Run 1, placed cells, one color a class:
Scale bar: 50 µm.
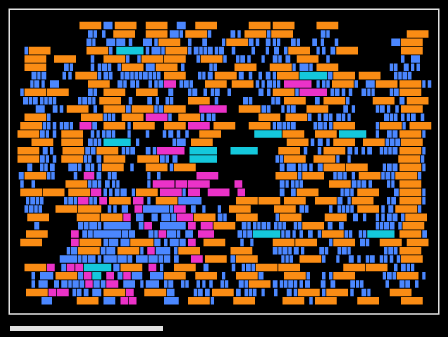
Run 1, floorplan with the power grid:
Pins as bars on the die edge. Tap cells in gray.
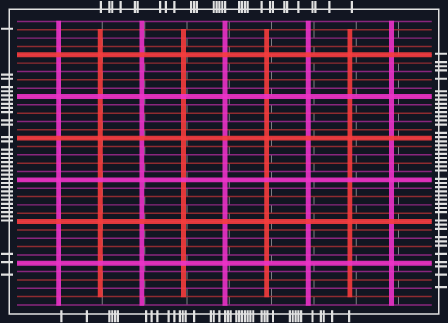
Run 1, clock network drawn from the DEF:
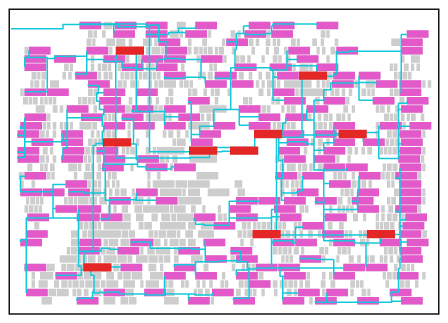
[src/rtl/des_byte_loader_if.sv]
// Byte-stream handshake between a serial source and the DES loader.
// The source drives data/valid; the loader answers with ready.
interface des_byte_loader_if;
  logic [7:0] in_data;
  logic       in_valid;
  logic       in_ready;

  modport master (
    output in_data,
    output in_valid,
    input  in_ready
  );

  modport slave (
    input  in_data,
    input  in_valid,
    output in_ready
  );
endinterface

[src/rtl/des_byte_loader.sv]
// Framed byte loader assembling 64-bit DES key/text words.
// Optional stall abort: define DES_LOADER_TIMEOUT_EN.
module des_byte_loader #(
  parameter int unsigned TIMEOUT_CYCLES = 1000000,
  parameter int unsigned ERR_W          = 8
) (
  input  logic             clk,
  input  logic             rst,
  des_byte_loader_if.slave in_if,
  output logic [63:0]      key,
  output logic             key_valid,
  output logic [63:0]      text,
  output logic             text_valid,
  output logic             decrypt,
  output logic             busy,
  output logic [ERR_W-1:0] err_cnt
);

  localparam logic [7:0] HDR_K = 8'h4B;
  localparam logic [7:0] HDR_E = 8'h45;
  localparam logic [7:0] HDR_D = 8'h44;

  typedef enum logic [1:0] {
    S_IDLE,
    S_PAYLOAD,
    S_EMIT
  } state_t;

  typedef enum logic [1:0] {
    F_KEY,
    F_ENC,
    F_DEC
  } ftype_t;

  state_t           state_q;
  ftype_t           ftype_q;
  logic [2:0]       cnt_q;
  logic [55:0]      shadow_q;
  logic [63:0]      key_q;
  logic [63:0]      text_q;
  logic             dec_q;
  logic             kv_q;
  logic             tv_q;
  logic             loaded_q;
  logic [ERR_W-1:0] err_q;
`ifdef DES_LOADER_TIMEOUT_EN
  localparam int TW = $clog2(TIMEOUT_CYCLES + 1);
  logic [TW-1:0]    timer_q;
`endif

  logic             fire;
  logic [63:0]      word;
  logic [ERR_W-1:0] err_d;

  assign in_if.in_ready = (state_q != S_EMIT);
  assign fire  = in_if.in_valid && in_if.in_ready;
  assign word  = {shadow_q, in_if.in_data};
  assign err_d = (err_q == '1) ? err_q : err_q + 1'b1;

  assign key        = key_q;
  assign key_valid  = kv_q;
  assign text       = text_q;
  assign text_valid = tv_q;
  assign decrypt    = dec_q;
  assign busy       = (state_q != S_IDLE);
  assign err_cnt    = err_q;

  // Outputs load on the edge that takes the last byte, so they are
  // visible during the EMIT cycle itself.
  always_ff @(posedge clk) begin
    if (rst) begin
      state_q  <= S_IDLE;
      ftype_q  <= F_KEY;
      cnt_q    <= '0;
      shadow_q <= '0;
      key_q    <= '0;
      text_q   <= '0;
      dec_q    <= 1'b0;
      kv_q     <= 1'b0;
      tv_q     <= 1'b0;
      loaded_q <= 1'b0;
      err_q    <= '0;
`ifdef DES_LOADER_TIMEOUT_EN
      timer_q  <= '0;
`endif
    end else begin
      kv_q <= 1'b0;
      tv_q <= 1'b0;
      unique case (state_q)
        S_IDLE: begin
          if (fire) begin
            cnt_q <= '0;
`ifdef DES_LOADER_TIMEOUT_EN
            timer_q <= '0;
`endif
            unique case (1'b1)
              in_if.in_data == HDR_K: begin
                ftype_q <= F_KEY;
                state_q <= S_PAYLOAD;
              end
              in_if.in_data == HDR_E: begin
                ftype_q <= F_ENC;
                state_q <= S_PAYLOAD;
              end
              in_if.in_data == HDR_D: begin
                ftype_q <= F_DEC;
                state_q <= S_PAYLOAD;
              end
              default: err_q <= err_d;
            endcase
          end
        end
        S_PAYLOAD: begin
          if (fire) begin
            shadow_q <= word[55:0];
            cnt_q    <= cnt_q + 3'd1;
`ifdef DES_LOADER_TIMEOUT_EN
            timer_q  <= '0;
`endif
            if (cnt_q == 3'd7) begin
              state_q <= S_EMIT;
              if (ftype_q == F_KEY) begin
                key_q    <= word;
                kv_q     <= 1'b1;
                loaded_q <= 1'b1;
              end else if (loaded_q) begin
                text_q <= word;
                dec_q  <= (ftype_q == F_DEC);
                tv_q   <= 1'b1;
              end else begin
                err_q <= err_d;
              end
            end
          end
`ifdef DES_LOADER_TIMEOUT_EN
          else if (timer_q == TW'(TIMEOUT_CYCLES - 1)) begin
            state_q <= S_IDLE;
            timer_q <= '0;
            err_q   <= err_d;
          end else begin
            timer_q <= timer_q + 1'b1;
          end
`endif
        end
        S_EMIT: state_q <= S_IDLE;
        default: state_q <= S_IDLE;
      endcase
    end
  end

endmodule

[src/flat_wrapper.sv]
// flat-port wrapper written by rule: the top's interface ports become plain ports
module des_byte_loader_flat 
#(
  parameter int unsigned TIMEOUT_CYCLES = 1000000,
  parameter int unsigned ERR_W          = 8
)
  (clk, rst, key, key_valid, text, text_valid, decrypt, busy, err_cnt, in_if_in_data, in_if_in_valid, in_if_in_ready);
  des_byte_loader_if in_if_i ();
  input  logic clk;
  input  logic rst;
  output logic [63:0] key;
  output logic key_valid;
  output logic [63:0] text;
  output logic text_valid;
  output logic decrypt;
  output logic busy;
  output logic [ERR_W-1:0] err_cnt;
  input wire logic [$bits(in_if_i.in_data)-1:0] in_if_in_data;
  input wire logic [$bits(in_if_i.in_valid)-1:0] in_if_in_valid;
  output wire logic [$bits(in_if_i.in_ready)-1:0] in_if_in_ready;
  assign in_if_i.in_data = in_if_in_data;
  assign in_if_i.in_valid = in_if_in_valid;
  assign in_if_in_ready = in_if_i.in_ready;
  des_byte_loader #(.TIMEOUT_CYCLES(TIMEOUT_CYCLES), .ERR_W(ERR_W)) u_core (.clk(clk), .rst(rst), .in_if(in_if_i), .key(key), .key_valid(key_valid), .text(text), .text_valid(text_valid), .decrypt(decrypt), .busy(busy), .err_cnt(err_cnt));
endmodule
[config.mk]
export PLATFORM = sky130hd
export DESIGN_NAME = des_byte_loader_flat
export DESIGN_NICKNAME = d
export VERILOG_FILES = /design/src/rtl/des_byte_loader_if.sv /design/src/rtl/des_byte_loader.sv /design/src/flat_wrapper.sv
export SDC_FILE = /design/constraint.sdc
export NUM_CORES = 1
export LEC_CHECK = 0
export CORE_ASPECT_RATIO = 0.7
export CORE_MARGIN = 2
export CORE_UTILIZATION = 56
export CTS_CLUSTER_DIAMETER = 150
export CTS_CLUSTER_SIZE = 30
export DETAILED_ROUTE_END_ITERATION = 16
export DONT_BUFFER_PORTS = 1
export PLACE_DENSITY = 0.74
export SYNTH_ARGS = -nofsm -noshare
export SYNTH_HDL_FRONTEND = slang
export SYNTH_SLANG_ARGS = --single-unit
[constraint.sdc]
create_clock -name clk -period 1.7 [get_ports clk]
set_input_delay 0.34 -clock clk [delete_from_list [all_inputs] [get_ports clk]]
set_output_delay 0.34 -clock clk [all_outputs]
set_load 0.03 [all_outputs]
==> flow_summary.json, run 1 <==
{
  "postCtsHoldBufs": 3,
  "fillers": 1051,
  "min_from": "rst",
  "antenna_found_initial": 0,
  "edf_count": 0,
  "maxCapViolations": 0,
  "routabilityCongestion": 0.840,
  "cts_tree": "built",
  "grt_setup_unrepaired": "yes",
  "critical_path_depth": 8,
  "final_nets": 917,
  "fin_total_pwr_mw": 7.45,
  "setup_ws_ps": -97.7,
  "largest_class": "flip-flops and latches",
  "grt_max_degree": 204,
  "path_clk_slew_ps": 110,
  "worstPathRequired_ps": 2090,
  "cellLeakagePower_nw": 2.61,
  "sh_comb_area": 0.369,
  "crit_path_cell_trace": "ha_4 > ha_4 > nand2b_1 > o21ai_2 > nand4_2 > buf_4 > or3_4 > a21oi_2",
  "seq_cells": 203,
  "post-cts-setup-buffers": 1,
  "endpoint_kind": "flip-flop",
  "viasPerCell": 5.67,
  "max_freq_mhz": 556,
  "fin_hold_ws_ps": -50.8,
  "reg2reg_slack_ps": -100,
  "syn_to_final_growth_pct": 13.3,
  "n_clock_buffer": 11,
  "die_area_mm2": 0.0138,
  "aoi_share": 0.147,
  "remaining_drc_errors": 0,
  "comb_area_mm2": 0.00301,
  "hold_viol_final": 30,
  "synth-adder-area-share": 0.00521,
  "setup_violations": 30,
  "yosys_area_mm2": 0.00721,
  "nWellTaps": 162,
  "clock-root-buffer": "clkbuf_16",
  "place_inst": 1038,
  "synth_nets": 918,
  "clock_sinks": 203,
  "violations": "hold timing, setup timing",
  "timing.rr.start": "u_core.cnt_q[1]$_SDFFE_PP0P_",
  "power_density_mw_per_mm2": 913,
  "ys_sh_mux": 0.00139,
  "crit_buf_inv": 1,
  "startpoint": "u_core.cnt_q[1]$_SDFFE_PP0P_",
  "synth_area_mm2": 0.00721,
  "fin_util": 0.653,
  "critical_path_arrival_ps": 2190,
  "drt_iter0_drc": 489,
  "clk_path_buf_depth": 3,
  "warnings": 32,
  "grt_usage": 0.245,
  "outcome": "finished with violations",
  "ant_nets": 0,
  "fp-row-count": 34,
  "top_logic_kind": "simple AND/OR/NAND/NOR gates",
  "fin_skew_ps": 11.8,
  "cts_repair_resize_count": 14,
  "slew_violations": 0,
  "drive_above_1_share": 0.113,
  "power-top-group": "sequential cells",
  "ys_async_sr_fraction": 0,
  "critPathLaunchType": "flip-flop",
  "dpl.hpwl_mm": 11.6,
  "p_sw_frac": 0.199,
  "vias": 6043,
  "ios": 152,
  "clk_latency_ps": 450,
  "cp_common_cell": "ha_4",
  "overflow": 0,
  "relSlewSlack": 0.734,
  "clk_share": 0.0348,
  "synth_cells": 904,
  "ys.flop_type": "dfxtp_1",
  "grt_pass1_wl_mm": 28.0,
  "pwr-share-seq": 0.639,
  "crit_type": "flip-flop to flip-flop",
  "htree_levels": 1,
  "worst_pin_slew_ps": 399,
  "combPwrFrac": 0.011,
  "p_int_mw": 5.97,
  "p_comb_uw": 81.4,
  "layout_min_cycle_time_ps": 1800,
  "post-route-cell-area_mm2": 0.00817,
  "hold_class": "input pin to flip-flop",
  "ys_warn_count": 0,
  "postSynthSeqShare": 0.564,
  "xor_share": 0.00121,
  "tns_ps": -1110,
  "layout_top_cells": "nand2_1 (377), dfxtp_1 (200), a21oi_1 (176)",
  "routed_wl_mm": 18.8,
  "nNonClkInverters": 2,
  "core_area_mm2": 0.0125,
  "flop_area_mm2": 0.00407,
  "r2r_end": "u_core.err_cnt[4]$_SDFFE_PP0P_"
}
About 'placed cells, one color a class':
Key: orange = flip-flops [cells 203]; cyan = clock drivers and dummy loads [cells 12]; magenta = other buffers and delay cells [cells 50]; blue = all other logic [cells 638]

About 'floorplan with the power grid':
Key: red = VDD; magenta = VSS
9 straps on met4. The core has 34 rows. 162 tap cells. 35 met1 rails follow the rows.

About 'clock network drawn from the DEF':
Key: cyan = clock wires [length 1890 µm]; red = cells driving clock nets [count 10]; magenta = flip-flops [count 203]
Position of the flops: spread over the die. There are 11 routed clock nets.

==> run 1: Yosys cell counts, types with 2 or more instances <==
library cell	instances	area (µm²)
or3_1	4	25.0
nand2_1	379	1420
nand4_1	2	12.5
dfxtp_1	203	4060
buf_2	11	55.1
buf_1	5	18.8
a21oi_1	196	981
nor2_1	10	37.5
ha_1	3	37.5
o21ai_0	5	25.0
nand3b_1	2	15.0
inv_1	2	7.51
or3_2	2	15.0
clkbuf_1	36	135
nand3_1	7	35.0
buf_4	10	75.1
nand2b_1	4	25.0
==> run 1: metal layers <==
layer,GRT usage,vias up,share of wire
met2,0.403,220,0.47
li1,-,2929,-
met3,0.0734,19,0.096
met1,0.324,2875,0.42
met5,0,-,0
met4,0.0485,0,0.012
Run 1, track usage over the die:
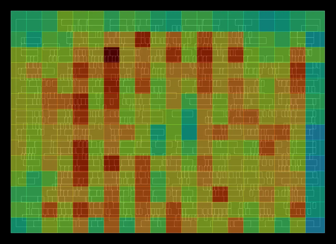

==> run 2, diff against run 1 <==
--- a/config.mk
+++ b/config.mk
@@ -5,14 +5,16 @@
 export SDC_FILE = /design/constraint.sdc
 export NUM_CORES = 1
 export LEC_CHECK = 0
+export ABC_CLOCK_PERIOD_IN_PS = 1700
 export CORE_ASPECT_RATIO = 0.7
 export CORE_MARGIN = 2
 export CORE_UTILIZATION = 56
 export CTS_CLUSTER_DIAMETER = 150
-export CTS_CLUSTER_SIZE = 30
+export CTS_CLUSTER_SIZE = 40
 export DETAILED_ROUTE_END_ITERATION = 16
 export DONT_BUFFER_PORTS = 1
 export PLACE_DENSITY = 0.74
+export RECOVER_POWER = 25
 export SYNTH_ARGS = -nofsm -noshare
 export SYNTH_HDL_FRONTEND = slang
 export SYNTH_SLANG_ARGS = --single-unit
Run 2, track usage over the die:
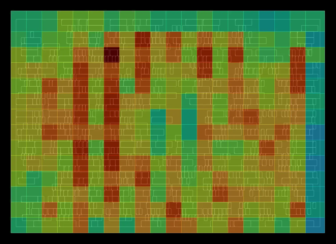
GR Layer Usage met3: 0.0748
GR peak layer: met2
GR Util met2: 0.406
Routed WL per cell: 17.5 µm
fin util: 0.655

Run 2, sequential cells colored by netlist name:
Other sequential cells in the stronger gray, the rest of the logic in the fainter gray.
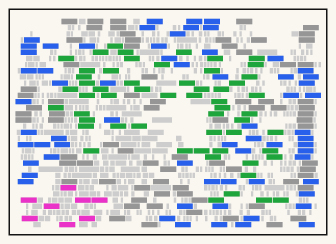
Key: blue = `u_core.key` [flops 64, where spread over the die]; green = `u_core.shadow_q` [flops 56]; magenta = `u_core.err_cnt` [flops 8, where lower left]
Another 75 sequential cells are not colored.

==> flow_summary.json, run 2 <==
{
  "tns_ps": -18.8,
  "postSynthSeqShare": 0.564,
  "power-top-group": "sequential cells",
  "setup_violations": 3,
  "io_buffers": 0,
  "topCellsByArea": "dfxtp_1 (56%), nand2_1 (20%), a21oi_1 (14%), clkbuf_1 (1.9%), buf_4 (1.0%)",
  "final_nets": 917,
  "grt_pass1_wl_mm": 28.1,
  "dr.pass1.iters": 5,
  "hold_class": "input pin to flip-flop",
  "warnings": 32,
  "synth_area_mm2": 0.00721,
  "yosys.area_share.simple": 0.240,
  "die_area_mm2": 0.0138,
  "fp-row-count": 34,
  "drt_iter0_drc": 508,
  "top_logic_kind": "simple AND/OR/NAND/NOR gates",
  "cp_common_cell": "ha_4",
  "fin_cells": 1064,
  "layout_top_cells": "nand2_1 (377), dfxtp_1 (200), a21oi_1 (164)",
  "n_clock_buffer": 9,
  "top_area_cell": "dfxtp_1",
  "hold_viol_final": 28,
  "ys_warn_count": 0,
  "crit_slowest_cell": "dfxtp_2",
  "ys_async_sr_fraction": 0,
  "synth-adder-area-share": 0.00521,
  "max_freq_mhz": 585,
  "ys.flop_type": "dfxtp_1",
  "antenna_found_initial": 0,
  "min_from": "rst",
  "clk_latency_ps": 470,
  "p_switching_mw": 1.49,
  "pg_clk_mw": 2.45,
  "fillers": 1029,
  "slew_violations": 0,
  "buf_share": 0.0746,
  "timing.rr.start": "u_core.cnt_q[0]$_SDFFE_PP0P_",
  "critical_path_arrival_ps": 2110,
  "worst_pin_slew_ps": 422,
  "fp_util": 0.576,
  "clock-root-buffer": "clkbuf_16",
  "fin_total_pwr_mw": 7.29,
  "reg2reg_slack_ps": -9,
  "critical_path_depth": 8,
  "postCtsHoldBufs": 5,
  "cellLeakagePower_nw": 2.60,
  "r2r_cells": 8,
  "r2r_end": "u_core.text[21]$_SDFFE_PP0P_",
  "antenna_cells": 0,
  "seq-power_mw": 4.77,
  "critPathLaunchType": "flip-flop",
  "first_global_vias": 5588,
  "dpl.hpwl_mm": 11.6,
  "clock_sinks": 203,
  "grt_setup_unrepaired": "yes",
  "min_period_over_period": 1.01,
  "cts_buffers": 9,
  "setup_ws_ps": -8.56,
  "sh_comb_area": 0.372,
  "path_clk_slew_ps": 140,
  "p_comb_uw": 73.1,
  "layout_min_cycle_time_ps": 1710,
  "endpoint_kind": "flip-flop",
  "die_w_um": 140,
  "hold_end": "u_core.key[2]$_SDFFE_PP0P_",
  "combPwrFrac": 0.010,
  "top_cell": "nand2_1",
  "vias": 5997,
  "xor_share": 0.00121,
  "buffers_excl_clock": 51,
  "nNonClkInverters": 2,
  "fp.dieH_um": 98.9,
  "ys_cells": 904,
  "common_cells": "nand2_1 (379), dfxtp_1 (203), a21oi_1 (196)",
  "lay_top_count": "nand2_1",
  "ios": 152,
  "worstPathRequired_ps": 2100,
  "power_density_mw_per_mm2": 890,
  "synth_cells": 904,
  "cts_tree": "built",
  "placed_cell_area_mm2": 0.00749,
  "largest_class": "flip-flops and latches",
  "crit_type": "flip-flop to flip-flop",
  "edf_count": 0,
  "synth_flops": 203,
  "htree_levels": 1,
  "yosys_area_mm2": 0.00721,
  "p_int_mw": 5.79,
  "syn_avg_cell_area_um2": 7.98,
  "outcome": "finished with violations",
  "post-place-ws_ps": -121,
  "viasPerCell": 5.64,
  "p_clk_frac": 0.336,
  "setup.worst_path.end": "u_core.text[21]$_SDFFE_PP0P_",
  "syn_to_final_growth_pct": 13.6,
  "relSlewSlack": 0.719,
  "fin_skew_ps": 59.7,
  "place_inst": 1038,
  "max_stage_delay_ps": 380,
  "fin_hold_ws_ps": -75.9,
  "critPathMaxFanout": 8,
  "violations": "hold timing, setup timing",
  "synth_nets": 918,
  "pwr-share-seq": 0.654,
  "routed_wl_mm": 18.6,
  "grt_usage": 0.245,
  "seq_area_frac": 0.497,
  "aoi_share": 0.147,
  "seq_cells": 203,
  "ant_nets": 0,
  "overflow": 0,
  "crit_buf_inv": 2,
  "hold_depth": 1,
  "core_area_mm2": 0.0125,
  "drive_above_1_share": 0.121,
  "nWellTaps": 162,
  "post-route-cell-area_mm2": 0.00819,
  "peakVddDrop_v": 0.000924,
  "comb_cells": 636,
  "routabilityCongestion": 0.840,
  "clk_path_buf_depth": 3,
  "yosys.cell_types.count": 40,
  "cp_top_family": "simple AND/OR/NAND/NOR gates",
  "ys_sh_mux": 0.00139,
  "maxCapViolations": 0,
  "comb_area_mm2": 0.00304,
  "clk_share": 0.0312,
  "top_area_frac": 0.564,
  "grt_max_degree": 204,
  "remaining_drc_errors": 0,
  "crit_path_cell_trace": "ha_4 > ha_4 > nand2_4 > nor4b_4 > buf_6 > buf_12 > nand2_1 > a21oi_2",
  "flop_area_mm2": 0.00407,
  "startpoint": "u_core.cnt_q[0]$_SDFFE_PP0P_",
  "p_sw_frac": 0.205
}
==> run 2: cell counts after synthesis <==
Identical to the previous run, type by type.
==> run 2: timing repair <==
action | 4_1_cts | 5_1_grt
hold endpoints to repair | 199 | 194
pin swaps | 2 | 9
resized | 21 | 39
gates cloned | 1 | 6
buffers inserted | 1 | 3
endpoints found under the setup margin | 135 | 126
==> run 2: worst reg2reg max path, cell delays in order, from the launching register on <==
cell	delay [ps]
dfxtp_2	380
ha_4	140
ha_4	140
nand2_4	80
nor4b_4	340
buf_6	210
buf_12	130
nand2_1	80
a21oi_2	140
==> run 2: layer usage <==
metal	share of wire	global-route usage	vias up
li1	-	-	2923
met1	0.42	0.323	2844
met2	0.46	0.406	213
met3	0.10	0.0748	17
met4	0.012	0.0485	0
met5	0	0	-
Power figures rest on the tool's default switching activity, not on a simulated workload.
